<file path="src/rtl/shift_seq_ctrl_pkg.sv">
// ---------------------------------------------------------------------------
// shift_seq_ctrl_pkg
//   Shared definitions for the shift sequencer slice.
//   - state_t   : sequencer FSM state encoding (IDLE, CLEAR, SHIFT, FIN)
//   - DW_DEF    : default data word width
//   - LW_DEF    : default length field width
//   - eff_len() : number of bits actually shifted, min(len, dw)
// ---------------------------------------------------------------------------
package shift_seq_ctrl_pkg;

    localparam int DW_DEF = 8;
    localparam int LW_DEF = 4;

    typedef enum logic [1:0] {
        ST_IDLE  = 2'd0,
        ST_CLEAR = 2'd1,
        ST_SHIFT = 2'd2,
        ST_FIN   = 2'd3
    } state_t;

    // A requested length longer than the word cannot shift more bits than
    // the word holds, so it saturates at the word width.
    function automatic int eff_len(input int len, input int dw);
        return (len < dw) ? len : dw;
    endfunction

endpackage

</file>
<file path="src/rtl/shift_seq_ctrl_rr_arb2.sv">
// ---------------------------------------------------------------------------
// rr_arb2
//   Two-input round-robin arbiter with a last-grant pointer.
//   Ports:
//     clk    : clock, rising edge
//     rst    : synchronous active-high reset (tie winner -> requester 0)
//     req    : request vector, bit i from requester i
//     take   : the grant shown this cycle is being consumed; pointer moves
//     gnt    : one-hot grant (combinational, all zero when no request)
//     gnt_id : index of the granted requester (0 when no request)
// ---------------------------------------------------------------------------
module rr_arb2 (
    input  logic       clk,
    input  logic       rst,
    input  logic [1:0] req,
    input  logic       take,
    output logic [1:0] gnt,
    output logic       gnt_id
);

    // prio names the requester that wins a tie. After a consumed grant it
    // points at the other requester, so the one not served last wins next.
    logic prio;

    always_comb begin
        gnt_id = 1'b0;
        if (req == 2'b11) begin
            gnt_id = prio;
        end else if (req[1]) begin
            gnt_id = 1'b1;
        end

        gnt = 2'b00;
        if (req != 2'b00) begin
            gnt = gnt_id ? 2'b10 : 2'b01;
        end
    end

    always_ff @(posedge clk) begin
        if (rst) begin
            prio <= 1'b0;
        end else if (take && (req != 2'b00)) begin
            prio <= ~gnt_id;
        end
    end

endmodule

</file>
<file path="src/rtl/shift_seq_ctrl.sv">
// ---------------------------------------------------------------------------
// shift_seq_ctrl
//   Serialises a data word from one of two requesters into a downstream
//   shift register (R / CE / SLI interface), MSB first.
//
//   Handshake: REQx is a level request. The controller samples REQx only in
//   IDLE; the winner's DATAx/LENx are captured on that same edge and ACKx
//   pulses for one cycle (the CLEAR cycle) to say "captured". A requester
//   may drop REQx after ACKx; if it keeps REQx high it is seen as a fresh
//   request the next time the controller is IDLE. Requests while BUSY are
//   not captured.
//
//   Sequence: IDLE -> CLEAR (SR_R, ACK) -> SHIFT x L (SR_CE, SR_SLI)
//             -> FIN (DONE, DONE_ID) -> IDLE, where L = min(LEN, DW).
//             L = 0 goes CLEAR -> FIN directly.
//
//   Ports:
//     CLK            : clock, rising edge
//     R              : synchronous active-high reset
//     REQ0/REQ1      : transfer requests
//     DATA0/DATA1    : word to serialise (DW bits)
//     LEN0/LEN1      : bits to shift (LW bits)
//     ACK0/ACK1      : one-cycle capture pulse
//     SR_R           : downstream shift register clear
//     SR_CE          : downstream shift enable
//     SR_SLI         : downstream serial data
//     BUSY           : high whenever not IDLE
//     DONE           : one-cycle completion pulse
//     DONE_ID        : requester of the completed transfer (valid with DONE)
//     dbg_state      : current FSM state, for observation
//   All outputs are registered: each output register is loaded with the
//   value that belongs to the state being entered.
// ---------------------------------------------------------------------------
module shift_seq_ctrl
    import shift_seq_ctrl_pkg::*;
#(
    parameter int DW = DW_DEF,
    parameter int LW = LW_DEF
) (
    input  logic          CLK,
    input  logic          R,
    input  logic          REQ0,
    input  logic          REQ1,
    input  logic [DW-1:0] DATA0,
    input  logic [DW-1:0] DATA1,
    input  logic [LW-1:0] LEN0,
    input  logic [LW-1:0] LEN1,
    output logic          ACK0,
    output logic          ACK1,
    output logic          SR_R,
    output logic          SR_CE,
    output logic          SR_SLI,
    output logic          BUSY,
    output logic          DONE,
    output logic          DONE_ID,
    output state_t        dbg_state
);

    // Counter must represent values 0..DW (effective length up to DW).
    localparam int CW = $clog2(DW + 1);

    state_t        state, state_n;
    logic [DW-1:0] shreg, shreg_n;    // captured word, shifted left per bit
    logic [CW-1:0] len_q, len_n;      // captured effective length
    logic [CW-1:0] cnt, cnt_n;        // bits still to send after this one
    logic          gid, gid_n;        // captured requester index

    logic [1:0]    gnt;
    logic          gnt_id;
    logic          take;

    logic          ack0_n, ack1_n, srr_n, ce_n, sli_n, done_n, done_id_n;

    rr_arb2 u_arb (
        .clk    (CLK),
        .rst    (R),
        .req    ({REQ1, REQ0}),
        .take   (take),
        .gnt    (gnt),
        .gnt_id (gnt_id)
    );

    // Next state, next datapath values and next (registered) outputs.
    always_comb begin
        state_n   = state;
        shreg_n   = shreg;
        len_n     = len_q;
        cnt_n     = cnt;
        gid_n     = gid;
        take      = 1'b0;
        ack0_n    = 1'b0;
        ack1_n    = 1'b0;
        srr_n     = 1'b0;
        ce_n      = 1'b0;
        sli_n     = 1'b0;
        done_n    = 1'b0;
        done_id_n = 1'b0;

        case (state)
            ST_IDLE: begin
                if (REQ0 || REQ1) begin
                    take    = 1'b1;
                    state_n = ST_CLEAR;
                    srr_n   = 1'b1;
                    ack0_n  = gnt[0];
                    ack1_n  = gnt[1];
                    gid_n   = gnt_id;
                    shreg_n = gnt_id ? DATA1 : DATA0;
                    len_n   = CW'(eff_len(int'(gnt_id ? LEN1 : LEN0), DW));
                end
            end

            ST_CLEAR: begin
                if (len_q == '0) begin
                    state_n   = ST_FIN;
                    done_n    = 1'b1;
                    done_id_n = gid;
                end else begin
                    // Entering SHIFT: first bit goes out now, len_q-1 remain.
                    state_n = ST_SHIFT;
                    ce_n    = 1'b1;
                    sli_n   = shreg[DW-1];
                    shreg_n = {shreg[DW-2:0], 1'b0};
                    cnt_n   = len_q - CW'(1);
                end
            end

            ST_SHIFT: begin
                if (cnt == '0) begin
                    state_n   = ST_FIN;
                    done_n    = 1'b1;
                    done_id_n = gid;
                end else begin
                    ce_n    = 1'b1;
                    sli_n   = shreg[DW-1];
                    shreg_n = {shreg[DW-2:0], 1'b0};
                    cnt_n   = cnt - CW'(1);
                end
            end

            ST_FIN: begin
                state_n = ST_IDLE;
            end

            default: begin
                state_n = ST_IDLE;
            end
        endcase
    end

    always_ff @(posedge CLK) begin
        if (R) begin
            state   <= ST_IDLE;
            shreg   <= '0;
            len_q   <= '0;
            cnt     <= '0;
            gid     <= 1'b0;
            ACK0    <= 1'b0;
            ACK1    <= 1'b0;
            SR_R    <= 1'b0;
            SR_CE   <= 1'b0;
            SR_SLI  <= 1'b0;
            BUSY    <= 1'b0;
            DONE    <= 1'b0;
            DONE_ID <= 1'b0;
        end else begin
            state   <= state_n;
            shreg   <= shreg_n;
            len_q   <= len_n;
            cnt     <= cnt_n;
            gid     <= gid_n;
            ACK0    <= ack0_n;
            ACK1    <= ack1_n;
            SR_R    <= srr_n;
            SR_CE   <= ce_n;
            SR_SLI  <= sli_n;
            BUSY    <= (state_n != ST_IDLE);
            DONE    <= done_n;
            DONE_ID <= done_id_n;
        end
    end

    assign dbg_state = state;

endmodule

</file>
<file path="config.mk">
export PLATFORM = sky130hd
export DESIGN_NAME = shift_seq_ctrl
export DESIGN_NICKNAME = d
export VERILOG_FILES = /design/src/rtl/shift_seq_ctrl_pkg.sv /design/src/rtl/shift_seq_ctrl_rr_arb2.sv /design/src/rtl/shift_seq_ctrl.sv
export SDC_FILE = /design/constraint.sdc
export NUM_CORES = 1
export LEC_CHECK = 0
export CORE_MARGIN = 1
export CORE_UTILIZATION = 52
export DETAILED_ROUTE_END_ITERATION = 8
export GPL_TIMING_DRIVEN = 0
export PLACE_DENSITY_LB_ADDON = 0.2
export SYNTH_ARGS = -nofsm -noshare
export SYNTH_HDL_FRONTEND = slang
export SYNTH_SLANG_ARGS = --single-unit
export TNS_END_PERCENT = 1
</file>
<file path="constraint.sdc">
create_clock -name CLK -period 4.63 [get_ports CLK]
set_input_delay 0.926 -clock CLK [delete_from_list [all_inputs] [get_ports CLK]]
set_output_delay 0.926 -clock CLK [all_outputs]
set_load 0.05 [all_outputs]
</file>
==> summary.txt, run 1 <==
This memo summarizes the results of the implementation run.

Run status
The run finished with clean final reports.

Routing
The detailed-route vias per instance is 5.709. In the routed design, unresolved DRC markers number 0. Per the post-route antenna check, the number of violating nets is 0.

In the log, the iteration count for the first detailed-route pass is 4. The violation count after the first detailed-route iteration is 31.

Hold path
The launch point of the worst hold path is gid. The class of the most critical hold timing path is flip-flop to flip-flop. The count of cells along the worst hold path is 2.

Power and ir drop
The power report attributes to the clock group a share of 0.101. The worst supply voltage drop on vdd is 511.3 uV. Per the OpenROAD power report, switching power amounts to 0.5398 mW. The power report lists cell-internal power as 0.6438 mW. The leakage power total is 0.8099 nW. Switching power as a fraction of the total was reported as 0.4561.

Total power normalized to cell area comes to 618.7 nW/um^2. The power share of the combinational group is 0.599. The post-route total power is 1.184 mW. The relative contribution of sequential cells to total power is 0.300.

Place
Detailed placement reports a standard cell area of 1877 sq um. The final weighted congestion recorded by global placement is 0.8356. The minimum setup slack after placement is 1439 ps. The cell count after placement is 240. The detailed placer's ending HPWL is 2649 microns. The quantity of I/O buffers inserted on ports is 37.

Global routing
The largest net degree at the start of global routing is 16. The global-route wire length before repair is 5492 microns. The via count of the first global-routing pass was 1273.

The number of antenna violations at the first check in global routing came to 0. The total global routing overflow is 0.

Timing
In the post-route analysis, the smallest setup slack over all paths is 1757 ps. Hold is met by 474.4 ps. The transition time recorded at the tightest slew-check pin is 1075 ps. The final timing report counts setup violations totalling 0.

The routed design could run at a clock period as short as 2873 ps. In the finished design, the share of the clock period the worst path needs comes to 0.6205. The headroom to the max-slew limit is 0.2834. Clock skew on the completed layout was measured at 6.987 ps. In the final timing run, aggregate negative setup slack is 0 ps. The final tally of hold violations is 0. Pins over their slew limit in the final report were tallied at 0. In this build the clock could be raised as far as 348.1 MHz. Setup repair after global routing left no endpoint under its margin.

Synth
Yosys attributes the largest share of cell area to sky130_fd_sc_hd__dfxtp_1 38%, sky130_fd_sc_hd__a21oi_1 4.4%, sky130_fd_sc_hd__ha_1 4.3%, sky130_fd_sc_hd__mux2i_1 4.1%, sky130_fd_sc_hd__nor2_1 4.1%. The cell type with the largest total area after synthesis is sky130_fd_sc_hd__dfxtp_1. In the synthesized netlist the dominant register cell turns out to be sky130_fd_sc_hd__dfxtp_1. For this run the top cell type by instance count after synthesis was sky130_fd_sc_hd__dfxtp_1. The number of flops mapped to enable cells by yosys is 0. The unique cell type count in the Yosys netlist is 40. Synthesis produced a netlist with a net count of 206. The synthesized netlist has a Yosys-reported chip area of 1469 sq um. By count the netlist is led by 28 x sky130_fd_sc_hd__dfxtp_1, 16 x sky130_fd_sc_hd__nor2_1, 15 x sky130_fd_sc_hd__inv_1. The number of cells in the yosys synthesis report is 173. The fraction of synthesized cell area taken by the top area cell type is 0.3816. Per Yosys stat, the portion of area used by sequential elements is 0.3816. The synthesized netlist occupies a cell area of 1469 sq um. Once synthesis finished, the tally of register bits stood at 28.

For this run, asynchronously set or reset flops after synthesis account for 0. The yosys synthesis warning count is 0. The post-synthesis average cell area is 8.491 sq um.

The cell count after synthesis is 173.

Layout
The relative area change from synthesis to final layout is 30.24%. The finished layout reports a core utilization of 0.7451. After the flow finishes, the layout carries non-filler instances totaling 244.

The final net count is 248. The fill cell total of the finished layout is 204. Summing all non-filler instances in the final layout gives an area of 1913 sq um. The ratio of cells with drive above 1 in the final layout is 0.08879. The antenna diode count is 0.

Die
The area of the die is 3042 sq um. The total area inside the core boundary comes to 2567 sq um. According to the floorplan report, the die height is 55.15 microns.

At the floorplan stage, the core utilization is reported as 0.5721. The boundary pin count is 38. The floorplan has 18 rows. Per the OpenROAD floorplan log, the width of the die is 55.15 microns.

Job
Per the run summary, max-cap violations total 0. The count of warning messages emitted by the tools is 29.

Worst setup path
The critical path class is input port to flip-flop. The number of cells on the worst reg-to-reg path is 7. The worst setup path is captured at a flip-flop. The data required time of the critical path is 4870 ps. The stage delay of the slowest cell on the critical path is 940 ps.

The cell sequence reported for the critical path is clkdlybuf4s50_1 > o21ai_0 > a222oi_1 > buf_6 > nor3_1 > a41o_1. Setup slack on the worst reg-to-reg path comes out at 2190 ps. At the worst endpoint, the arrival time is 3110 ps. The endpoint of the most critical register-to-register path is shreg[1]. The slowest stage of the critical path belongs to the cell sky130_fd_sc_hd__a222oi_1.

Per the timing report, the biggest fanout along the worst path comes to 10. Grouping stages by cell kind, the critical path spends the most delay in AND-OR/OR-AND gates. The kind of start point of the critical path is an input port.

The buffer and inverter count on the worst path is 2. The launching point of the worst reg2reg path is dbg_state[0].

Clocking
The clock passes through at most 2 buffers. Counting every sink on the clock net gives 28. Per the CTS log, the root buffer master is sky130_fd_sc_hd__clkbuf_4.

The later pin in the worst-skew pair is clocked with a latency of 330 ps. The report lists the number of cells resized after CTS as 0. The clock input transition at the sequential cells of the worst setup and hold paths is 150 ps.

The post-CTS repair timing setup buffer count is 0. The level count of the clock H-tree is 1. The number of buffers inserted during clock tree synthesis is 3. The hold buffer count at CTS is 0.
-- run 1: kinds of logic after synthesis --
| family | share of synthesized area |
|---|---|
| buffers and inverters | 0.08177 |
| adders and majority gates | 0.04259 |
| muxes | 0.05622 |
| AOI/OAI and AO/OA | 0.2147 |
| and+or+nand+nor | 0.2232 |
| DFF | 0.3816 |
-- run 1: state kept, by name, indices dropped and copies added, names as in the netlist --
| signal | count |
|---|---|
| ACK0 | 1 |
| ACK1 | 1 |
| BUSY | 1 |
| DONE | 1 |
| DONE_ID | 1 |
| SR_CE | 1 |
| SR_R | 1 |
| SR_SLI | 1 |
| cnt | 4 |
| dbg_state | 2 |
| gid | 1 |
| len_q | 4 |
| shreg | 8 |
| u_arb.prio | 1 |
-- run 1: layer usage --
layer  part of all wire  global-route usage
met2               0.51              0.4639
met5                  0                   0
met4              0.010             0.08750
met3              0.046             0.03552
met1               0.43              0.3079
-- run 1: worst max path at each step --
stage / endpoint / depth (start not counted) / startpoint / slack, ps
after detailed placement: shreg[1] / 6 / REQ1 / 1440
final: shreg[1] / 6 / REQ1 / 1760
after CTS: shreg[1] / 6 / REQ1 / 1780
after global routing: shreg[1] / 6 / REQ1 / 1690
after global placement: shreg[2] / 6 / REQ1 / 1460
after floorplan: shreg[1] / 7 / dbg_state[0] / 2180
-- run 1: power by group through the flow --
stage	combinational (mW)	sequential, mW	clock, mW
2_1_floorplan	0.445	0.426	0
3_3_place_gp	0.673	0.355	0
3_5_place_dp	0.697	0.359	0
4_1_cts	0.705	0.353	0.121
5_1_grt	0.779	0.364	0.131
6_report	0.709	0.355	0.120
-- run 1: layout by cell type (no fill, tap or decap), types with 2 or more instances in the layout --
master and count:
sky130_fd_sc_hd__and2_1 2, sky130_fd_sc_hd__or3_1 8, sky130_fd_sc_hd__mux2_2 2, sky130_fd_sc_hd__buf_1 2
sky130_fd_sc_hd__clkdlybuf4s50_1 37, sky130_fd_sc_hd__a41o_1 5, sky130_fd_sc_hd__nor2b_1 6, sky130_fd_sc_hd__dfxtp_1 28
sky130_fd_sc_hd__inv_1 15, sky130_fd_sc_hd__o21ai_0 7, sky130_fd_sc_hd__a41o_2 3, sky130_fd_sc_hd__clkbuf_1 3
sky130_fd_sc_hd__a21oi_1 13, sky130_fd_sc_hd__nand2_1 9, sky130_fd_sc_hd__a211oi_1 5, sky130_fd_sc_hd__nor2_1 16
sky130_fd_sc_hd__mux2i_1 6, sky130_fd_sc_hd__nor4_2 2, sky130_fd_sc_hd__clkbuf_4 3, sky130_fd_sc_hd__ha_1 5
sky130_fd_sc_hd__buf_2 3, sky130_fd_sc_hd__nor3_1 10, sky130_fd_sc_hd__and3_1 3, sky130_fd_sc_hd__buf_6 2
-- run 1: final cells by class --
class / count / area, sq um / share of cell area
well taps: 30 / 37.54 / 0.01962
flip-flops and latches: 28 / 560.5 / 0.2930
repair buffers: 37 / 370.4 / 0.1936
multi-input cells: 119 / 788.3 / 0.4120
inverters: 15 / 56.30 / 0.02943
clock buffers: 4 / 36.28 / 0.01897
plain buffers: 11 / 63.81 / 0.03336
Figure 1. Routed metal, one color a layer (run 1).
Scale bar: 20 microns. Only two layers are drawn.
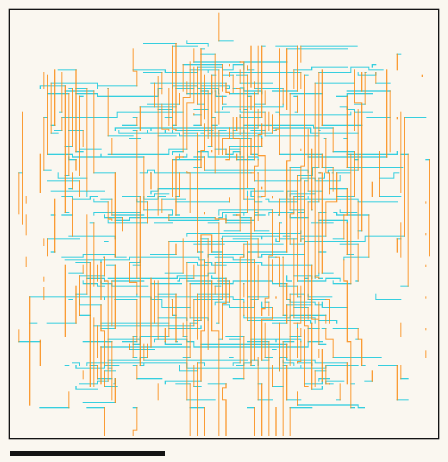
M1 -> cyan  # wire length 1480 microns
M2 -> orange  # wire length 1760 microns
routed wirelength normalized by instance count: 14.07 microns
global routing usage summed across all routing layers: 0.2568
number of vias after detailed routing: 1393

Figure 2. The metal 2 layer (run 1).
Scale bar: 20 microns.
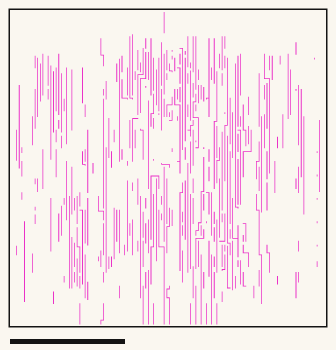
nets with wire on the layer = 210
wire length on this layer = 1760 microns
met2 Resource Use GR: 0.4639
detailed-route wire length: 3434 microns

Figure 3. Metal 3 (run 1).
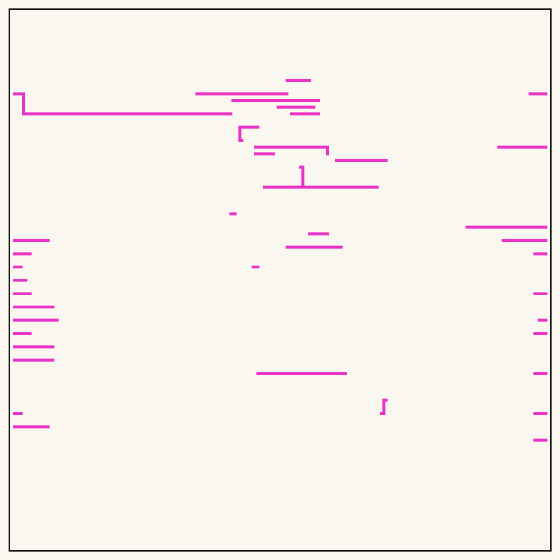
longest straight run = 21.2 microns
main direction = horizontal
wire length on this layer = 158 microns
fraction of met3 tracks used by global routing: 0.03552

==> run 2, diff against run 1 <==
--- a/config.mk
+++ b/config.mk
@@ -6,7 +6,7 @@
 export NUM_CORES = 1
 export LEC_CHECK = 0
 export CORE_MARGIN = 1
-export CORE_UTILIZATION = 52
+export CORE_UTILIZATION = 43
 export DETAILED_ROUTE_END_ITERATION = 8
 export GPL_TIMING_DRIVEN = 0
 export PLACE_DENSITY_LB_ADDON = 0.2
==> constraint.sdc (replaced) <==
create_clock -name CLK -period 2.6 [get_ports CLK]
set_input_delay 0.52 -clock CLK [delete_from_list [all_inputs] [get_ports CLK]]
set_output_delay 0.52 -clock CLK [all_outputs]
set_load 0.05 [all_outputs]
Figure 4. Clock nets (run 2).
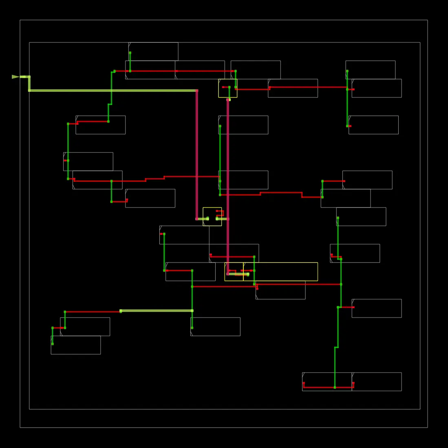
maximum clock skew at final layout: 3.889 ps
number of buffers inserted during clock tree synthesis: 3
Sink Count: 28
count of clock buffers in the final design: 3
number of flip-flops and latches: 28

==> run 2 against run 1 <==
  * Sequential share of layout area fell by 0.84 points
  * Synthesized area did not move
  * Wire length rose by 3.1%
  * Worst hold slack improved by 2.4 ps
  * Cell area rose by 2.9%
  * First-iteration DRC count rose by 140%
  * Largest power group unchanged
==> summary.txt, run 2 <==
This memo summarizes the results of the implementation run.

Run status
The run finished with clean final reports.

Synth
The number of nets produced by synthesis is 206. Per Yosys stat, the portion of area used by sequential elements is 0.3816. The yosys synthesis warning count is 0. Sorting the synthesized cells by how often they occur yields 28 x sky130_fd_sc_hd__dfxtp_1, 16 x sky130_fd_sc_hd__nor2_1, 15 x sky130_fd_sc_hd__inv_1. The synthesized netlist contains 40 unique library cells. The number of cells in the yosys synthesis report is 173. Counting flops and latches in the post-synthesis netlist gives 28. In this run, synthesis inferred 0 flip-flops with an integrated enable. The cell count after synthesis is 173. The post-synthesis instance area is 1469 sq um. The synthesis report gives the async set-or-reset register share as 0.

The primary flip-flop cell chosen by synthesis mapping is sky130_fd_sc_hd__dfxtp_1. The post-synthesis cell type with the largest instance count is sky130_fd_sc_hd__dfxtp_1. The yosys-reported design area after synthesis is 1469 sq um. Summed over all instances, the cell type with the most area after synthesis is sky130_fd_sc_hd__dfxtp_1. Ranked by total cell area, the synthesized netlist is headed by sky130_fd_sc_hd__dfxtp_1 38%, sky130_fd_sc_hd__a21oi_1 4.4%, sky130_fd_sc_hd__ha_1 4.3%, sky130_fd_sc_hd__mux2i_1 4.1%, sky130_fd_sc_hd__nor2_1 4.1%. Per the post-synthesis stats, the area per cell is 8.491 sq um.

The share of synthesized area in the top cell type comes to 0.3816.

Routing
The first TritonRoute pass finished after 4 iterations. Per the detail_route report, the via count comes to 1419. Per the detailed-route log, wirelength across all metal layers totals 3541 microns. The violation count after the first detailed-route iteration is 75. The detailed-route vias per instance is 5.437. The average detailed-routed wire length per instance is 13.57 microns. Per the detail_route report, DRC violations left total 0.

The remaining number of nets flagged by the antenna check after routing is 0.

Layout
The antenna diode count is 0. For this run, the share of the core covered by cells in the final layout is 0.6246. Among logic cells in the layout, the one with the most instances is sky130_fd_sc_hd__clkdlybuf4s50_1. The relative area change from synthesis to final layout is 34.07%. The register with the most flip-flops in the final layout is shreg. The number of flip-flops under the largest register name is 8.

The area used by sequential logic in the layout is 560.5 sq um. The largest registers in the layout are shreg (8), cnt (4), len_q (4). Ranking logic cells in the layout by count gives the top entries 37 x sky130_fd_sc_hd__clkdlybuf4s50_1, 28 x sky130_fd_sc_hd__dfxtp_1, 16 x sky130_fd_sc_hd__nor2_1. The final net count is 251.

The ratio of cells with drive above 1 in the final layout is 0.1014. The fill cell total of the finished layout is 283. The area of the multi-input gates is 788.3 sq um.

Global routing
The via count of the first global-routing pass is 1333. The total overflow left after global routing is 0. The first global-routing pass estimated 5858 microns of wire. The largest net degree at the start of global routing is 17. The number of antenna violations at the first check in global routing is 0. The aggregate global-route resource usage is 0.2168.

Die
The floorplan step records an initial core utilization of 0.4659. The count of standard-cell rows is 20. The boundary pin count is 38. Per the OpenROAD floorplan log, the area of the die is 3654 sq um.

Clocking
The longest clock path from root to sink contains 2 buffers. The hold buffer count at CTS is 0. The post-cts sizing count is 0. Per the post-CTS timing run, clock transition at the registers of the reported paths is 150 ps. The cell chosen for the clock root is sky130_fd_sc_hd__clkbuf_4. The insertion delay of the later-clocked pin in the worst-skew pair is 340 ps. Per the CTS log, the maximum H-tree level is 1. The TritonCTS clock tree is built.

Timing
Setup total negative slack on the finished layout was measured at 0 ps. The slew of the pin with the lowest slew margin is 605.2 ps. The end-of-flow timing check tallies setup violations at 0. The headroom to the max-slew limit is 0.5932. For this run, the top clock speed supported by timing is 441.6 MHz. Setup repair after global routing left no endpoint under its margin. The final max-slew violation count is 0. The minimum period implied by the final worst setup slack is 2264 ps. For reference, the final report shows the hold violation count at 0. The final critical-path share of the clock period is 0.8709.

Worst setup path
The startpoint of the most critical setup path is dbg_state[0]. STA classifies the critical path endpoint as a flip-flop. STA classifies the critical path startpoint as a flip-flop.

The launching point of the worst reg2reg path is dbg_state[0]. The arrival time of data at the worst endpoint is listed as 2560 ps. In this run the worst path has a maximum fanout of 10.

The critical path class is flip-flop to flip-flop. The required time at the worst endpoint is listed as 2900 ps.

Job
The tally of max-capacitance violations is 0. The tool warning count for the run is 29.

Power and ir drop
Total power for the finished layout comes to 2.242 mW. The leakage power total is 0.8314 nW. The power density over cell area is 1138 nW/um^2.

Place
Per the placement log, port buffering inserted 37 buffers. The final weighted congestion in routability-driven placement is 0.7707. Note, the detailed placer reported a final HPWL of 2599 microns.

Hold path
The most critical min-delay path falls under flip-flop to flip-flop. In this run the most critical hold path is launched from gid.
Figure 5. Power grid (run 2).
Scale bar: 20 microns. Pins as bars on the die edge.
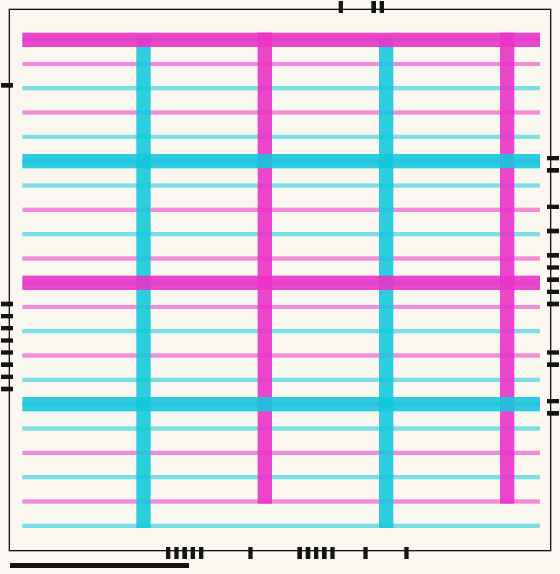
VSS -> cyan
VDD -> magenta
met1 rails = 21
rows = 20
signal pins = 38
met4 straps = 4
Worst IR Drop VDD: 416.1 uV
Floorplan Core Area: 3153 sq um
height of the die: 60.45 microns
overall die width: 60.45 microns

run 2: final timing paths:
kind	to	slack, ps	cells after the start
setup / recovery	cnt[2]	340	9
hold / removal	gid	480	2
setup reg to reg	cnt[2]	340	9
hold reg to reg	gid	480	2
run 2: cells by family after synthesis:
family	synth area share
and+or+nand+nor	0.2232
muxes	0.05622
DFF	0.3816
adders and majority gates	0.04259
buffers and inverters	0.08177
AOI/OAI and AO/OA	0.2147
run 2: what timing repair did:
action / CTS / global route
hold endpoints to repair: 0 / 0
endpoints found under the setup margin: 0 / 2
buffers inserted: 0 / 3
run 2: cell type report:
cell class              instances  area share
plain buffers                  11     0.03240
inverters                      15     0.02859
flip-flops and latches         28      0.2846
repair buffers                 40      0.1995
clock inverters                 1     0.01525
well taps                      44     0.02795
clock buffers                   3     0.01144
multi-input cells             119      0.4003
run 2: worst max-delay path, stage by stage, from the launching register on:
cell	delay, ps
sky130_fd_sc_hd__dfxtp_1	370
sky130_fd_sc_hd__inv_1	140
sky130_fd_sc_hd__ha_1	210
sky130_fd_sc_hd__buf_2	230
sky130_fd_sc_hd__mux2i_1	270
sky130_fd_sc_hd__ha_1	230
sky130_fd_sc_hd__or3b_2	450
sky130_fd_sc_hd__o21ai_0	100
sky130_fd_sc_hd__o311ai_0	140
sky130_fd_sc_hd__nand2_1	80
run 2: layer usage:
metal / up-vias / part of all wire / track usage
met1: 651 / 0.44 / 0.2516
met4: 0 / 0.017 / 0.08442
met5: - / 0 / 0
met3: 7 / 0.043 / 0.03198
met2: 50 / 0.50 / 0.3987
li1: 711 / - / -
run 2: report_power, final:
part / internal [mW] / switching (mW)
sequential: 0.554 / 0.0774
clock: 0.156 / 0.137
combinational: 0.557 / 0.761
total: 1.27 / 0.975
run 2: stage by stage:
step	hold slack [ps]	instance area [sq um]	setup WS (ps)	cells
floorplan	431.9	1469	147.2	173
global placement	444.9	1894	-160.6	254
detailed placement	456.2	1894	-141.8	254
CTS	475.9	1947	139.4	258
global route	499.7	1969	228.4	261
finish	476.8	1969	335.6	261
==> run 3, diff against run 2 <==
--- a/config.mk
+++ b/config.mk
@@ -5,6 +5,7 @@
 export SDC_FILE = /design/constraint.sdc
 export NUM_CORES = 1
 export LEC_CHECK = 0
+export ABC_CLOCK_PERIOD_IN_PS = 2600
 export CORE_MARGIN = 1
 export CORE_UTILIZATION = 43
 export DETAILED_ROUTE_END_ITERATION = 8
Figure 6. Routed metal, one color a layer (run 3).
Scale bar: 20 microns. Only two layers are drawn.
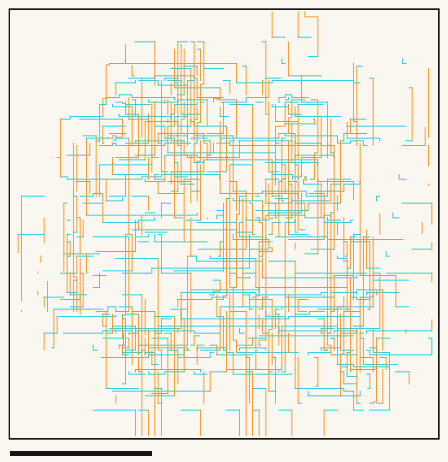
M1 -> cyan  # wire length 1550 microns
M2 -> orange  # wire length 1770 microns
number of vias after detailed routing: 1419
detailed-route wire length: 3541 microns
global routing usage summed across all routing layers: 0.2168

==> run 3 against run 2 <==
  * Register-to-register slack barely moved
  * Critical path depth did not move
  * Maximum frequency did not move
  * Synthesized area did not move
  * Via count did not move
  * Wire length did not move
  * Critical endpoint unchanged
  * Largest cell class unchanged
  * Largest power group unchanged
  * Highest routed layer unchanged
==> summary.txt, run 3 <==
This memo summarizes the results of the implementation run.

Run status
The run finished with clean final reports.

Synth
Synthesis inferred 28 register bits. The net count after synthesis is 206. The share of flip-flops with an asynchronous set or reset after synthesis is 0. The cell type with the largest total area after synthesis is sky130_fd_sc_hd__dfxtp_1. The cell count after synthesis is 173.

The number of flops mapped to enable cells by yosys is 0. In the post-synthesis netlist, the biggest area contributors are sky130_fd_sc_hd__dfxtp_1 38%, sky130_fd_sc_hd__a21oi_1 4.4%, sky130_fd_sc_hd__ha_1 4.3%, sky130_fd_sc_hd__mux2i_1 4.1%, sky130_fd_sc_hd__nor2_1 4.1%. The post-synthesis average cell area is 8.491 sq um. By count the netlist is led by 28 x sky130_fd_sc_hd__dfxtp_1, 16 x sky130_fd_sc_hd__nor2_1, 15 x sky130_fd_sc_hd__inv_1. The number of cells in the yosys synthesis report is 173. The fraction of synthesized cell area taken by the top area cell type is 0.3816. The unique cell type count in the Yosys netlist is 40.

The area recorded from the Yosys report for this design is 1469 sq um. The post-synthesis cell type with the largest instance count is sky130_fd_sc_hd__dfxtp_1. Warnings reported by Yosys during synthesis add up to 0.

The commonest register cell is sky130_fd_sc_hd__dfxtp_1. The share of the Yosys chip area taken by registers is 0.3816. The post-synthesis instance area is 1469 sq um.

Power and ir drop
The power density over cell area is 1138 nW/um^2. The leakage power total is 0.8314 nW. The worst VDD IR drop from the latest analysis is 416.1 uV.

Layout
The largest register by flop count is shreg. The post-route utilization of the core is recorded as 0.6246. The total non-filler cell area in the finished layout is 1969 sq um. Leaving out fill and tap cells, the most frequent cells in the layout are 37 x sky130_fd_sc_hd__clkdlybuf4s50_1, 28 x sky130_fd_sc_hd__dfxtp_1, 16 x sky130_fd_sc_hd__nor2_1. Fill cells in the final layout number 283. Compared with the post-synthesis result, the final layout area differs by 34.07%. The layout summary lists the proportion of cells stronger than drive strength 1 as 0.1014. The finished layout holds 261 standard cells, fillers aside. The final net count is 251. The largest registers in the layout are shreg (8), cnt (4), len_q (4). The most common cell after layout, fill and taps aside is sky130_fd_sc_hd__clkdlybuf4s50_1. The number of antenna diodes in the final layout is 0. The register with the most flip-flops in the layout has 8 of them.

Global routing
The number of antenna violations at the first check in global routing is 0. The global-route wire length before repair is 5858 microns. The largest net degree at the start of global routing is 17.

The via count of the first global-routing pass is 1333. The global route stage reports its total congestion overflow as 0.

Timing
From the final report, the count of setup violators was given as 0. Based on the critical path, the design can be clocked at up to 441.6 MHz. The headroom to the max-slew limit is 0.5932. For reference, the final report shows the max-slew violation count at 0.

The final timing summary puts the cycle share of the worst path at 0.8709. Setup repair after global routing left no endpoint under its margin. The sum of negative setup slack is 0 ps.

The final setup skew is 3.889 ps. The smallest setup slack after layout is 335.6 ps. The final hold violation count recorded for this run is 0.

The minimum period implied by the final worst setup slack is 2264 ps. The slew of the pin with the lowest slew margin is 605.2 ps.

Routing
The remaining number of nets flagged by the antenna check after routing is 0. After detailed routing, the number of vias per cell comes to 5.437. After detailed routing, the number of remaining DRC violations is 0. The first detailed-routing pass took 4 iterations. The violation count after the first detailed-route iteration is 75. The script logs the mean routed wire length per placed instance as 13.57 microns.

Die
The die span in y is 60.45 microns. The count of standard-cell rows is 20. The floorplan core area is 3153 sq um.

Per the OpenROAD floorplan log, the area of the die is 3654 sq um. In this run the count of I/O pins placed on the die edge is 38. The die outline width is 60.45 microns. The pre-placement core utilization is 0.4659.

Worst setup path
The required time at the worst endpoint is listed as 2900 ps. Per the timing report, the most critical flop-to-flop path finishes at cnt[2]. Looking at the critical path, the highest net fanout was 10. The OpenROAD report gives the critical path a data arrival time of 2560 ps. The kind of start point of the critical path is a flip-flop. Looking at the reg2reg group, the worst path starts from dbg_state[0].

The flop-to-flop setup slack is 340 ps. The critical path class is flip-flop to flip-flop. The critical path endpoint category is a flip-flop. The number of cells on the worst reg-to-reg path is 9.

Clocking
Per the post-CTS timing run, clock transition at the registers of the reported paths is 150 ps. The clock drives 28 sinks. Buffers inserted during clock tree synthesis total 3. The cell sitting at the root of the clock tree is a sky130_fd_sc_hd__clkbuf_4. The level count of the clock H-tree is 1.

Once the clock tree was built, the setup fixing pass inserted 0 buffers. The post-cts sizing count is 0. After clock tree synthesis, the flow added hold-fix buffers numbering 0. The maximum clock path buffer count is 2. The TritonCTS clock tree is built.

Place
At the placement stage, the worst setup path has a slack of -141.8 ps. The quantity of I/O buffers inserted on ports is 37. The cell count after placement is 254. The final weighted congestion in routability-driven placement is 0.7707.

After detailed placement, the total cell area comes to 1894 sq um. The detailed placer's ending HPWL is 2599 microns.

Job
Warnings raised by the tools during the run amount to 29. The tally of max-capacitance violations is 0.

Hold path
The class of the most critical hold timing path is flip-flop to flip-flop. The launch point of the worst hold path is gid. The endpoint of the worst hold path is gid. The count of cells along the worst hold path is 2.
Figure 7. Clock nets (run 3).
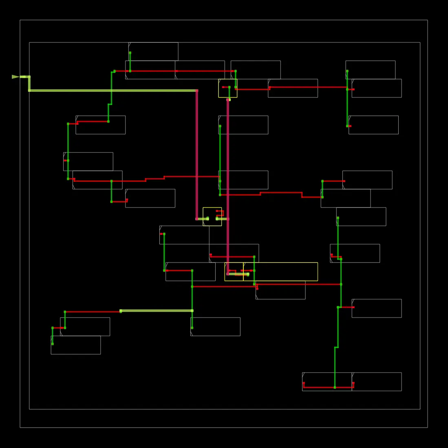
clock group power: 0.293 mW
clk latency late pin: 340 ps

==> run 3: cell counts after synthesis <==
Identical to the previous run, type by type.
==> run 3: logic make-up after synthesis <==
logic type / Yosys count / share of synthesized area
simple gates: 62 / 0.2232
buf+inv: 26 / 0.08177
mux: 8 / 0.05622
compound gates: 44 / 0.2147
fa+ha+maj: 5 / 0.04259
flops: 28 / 0.3816
==> run 3: layout make-up <==
class / count / area [sq um] / area share
Buffer: 11 / 63.81 / 0.03240
Multi-Input combinational cell: 119 / 788.3 / 0.4003
Inverter: 15 / 56.30 / 0.02859
Clock buffer: 3 / 22.52 / 0.01144
Sequential cell: 28 / 560.5 / 0.2846
Timing Repair Buffer: 40 / 392.9 / 0.1995
Tap cell: 44 / 55.05 / 0.02795
Clock inverter: 1 / 30.03 / 0.01525
==> run 3: stage by stage <==
step / total power [mW] / hold WS [ps]
finish: 2.242 / 476.8
global route: 2.411 / 499.7
CTS: 2.165 / 475.9
detailed placement: 1.873 / 456.2
global placement: 1.844 / 444.9
floorplan: 1.550 / 431.9
==> run 3: worst max-delay path by stage <==
stage            startpoint  endpoint  slack, ps  cells past startpoint
5_1_grt        dbg_state[0]    cnt[2]        230                      9
3_5_place_dp           REQ1  shreg[2]       -140                      6
3_3_place_gp           REQ1  shreg[1]       -160                      6
6_report       dbg_state[0]    cnt[2]        340                      9
2_1_floorplan  dbg_state[0]  shreg[1]        150                      7
4_1_cts        dbg_state[0]  shreg[2]        140                      7
==> run 3: routing by layer <==
layer / global-route usage / routed length [microns]
met5: 0 / 0
met4: 0.08442 / 61
met3: 0.03198 / 152
met2: 0.3987 / 1773
met1: 0.2516 / 1554
==> run 3: where the power goes <==
part | internal (mW) | leakage, nW | switching (mW)
combinational | 0.557 | 0.573 | 0.761
sequential | 0.554 | 0.230 | 0.0774
clock | 0.156 | 0.0279 | 0.137
==> run 3: worst max-delay path: stages, from the launching register on <==
cell and delay (ps):
sky130_fd_sc_hd__dfxtp_1 370, sky130_fd_sc_hd__inv_1 140, sky130_fd_sc_hd__ha_1 210, sky130_fd_sc_hd__buf_2 230, sky130_fd_sc_hd__mux2i_1 270, sky130_fd_sc_hd__ha_1 230, sky130_fd_sc_hd__or3b_2 450, sky130_fd_sc_hd__o21ai_0 100
sky130_fd_sc_hd__o311ai_0 140, sky130_fd_sc_hd__nand2_1 80
No activity file was given, so power comes from the tool's default toggle rates.
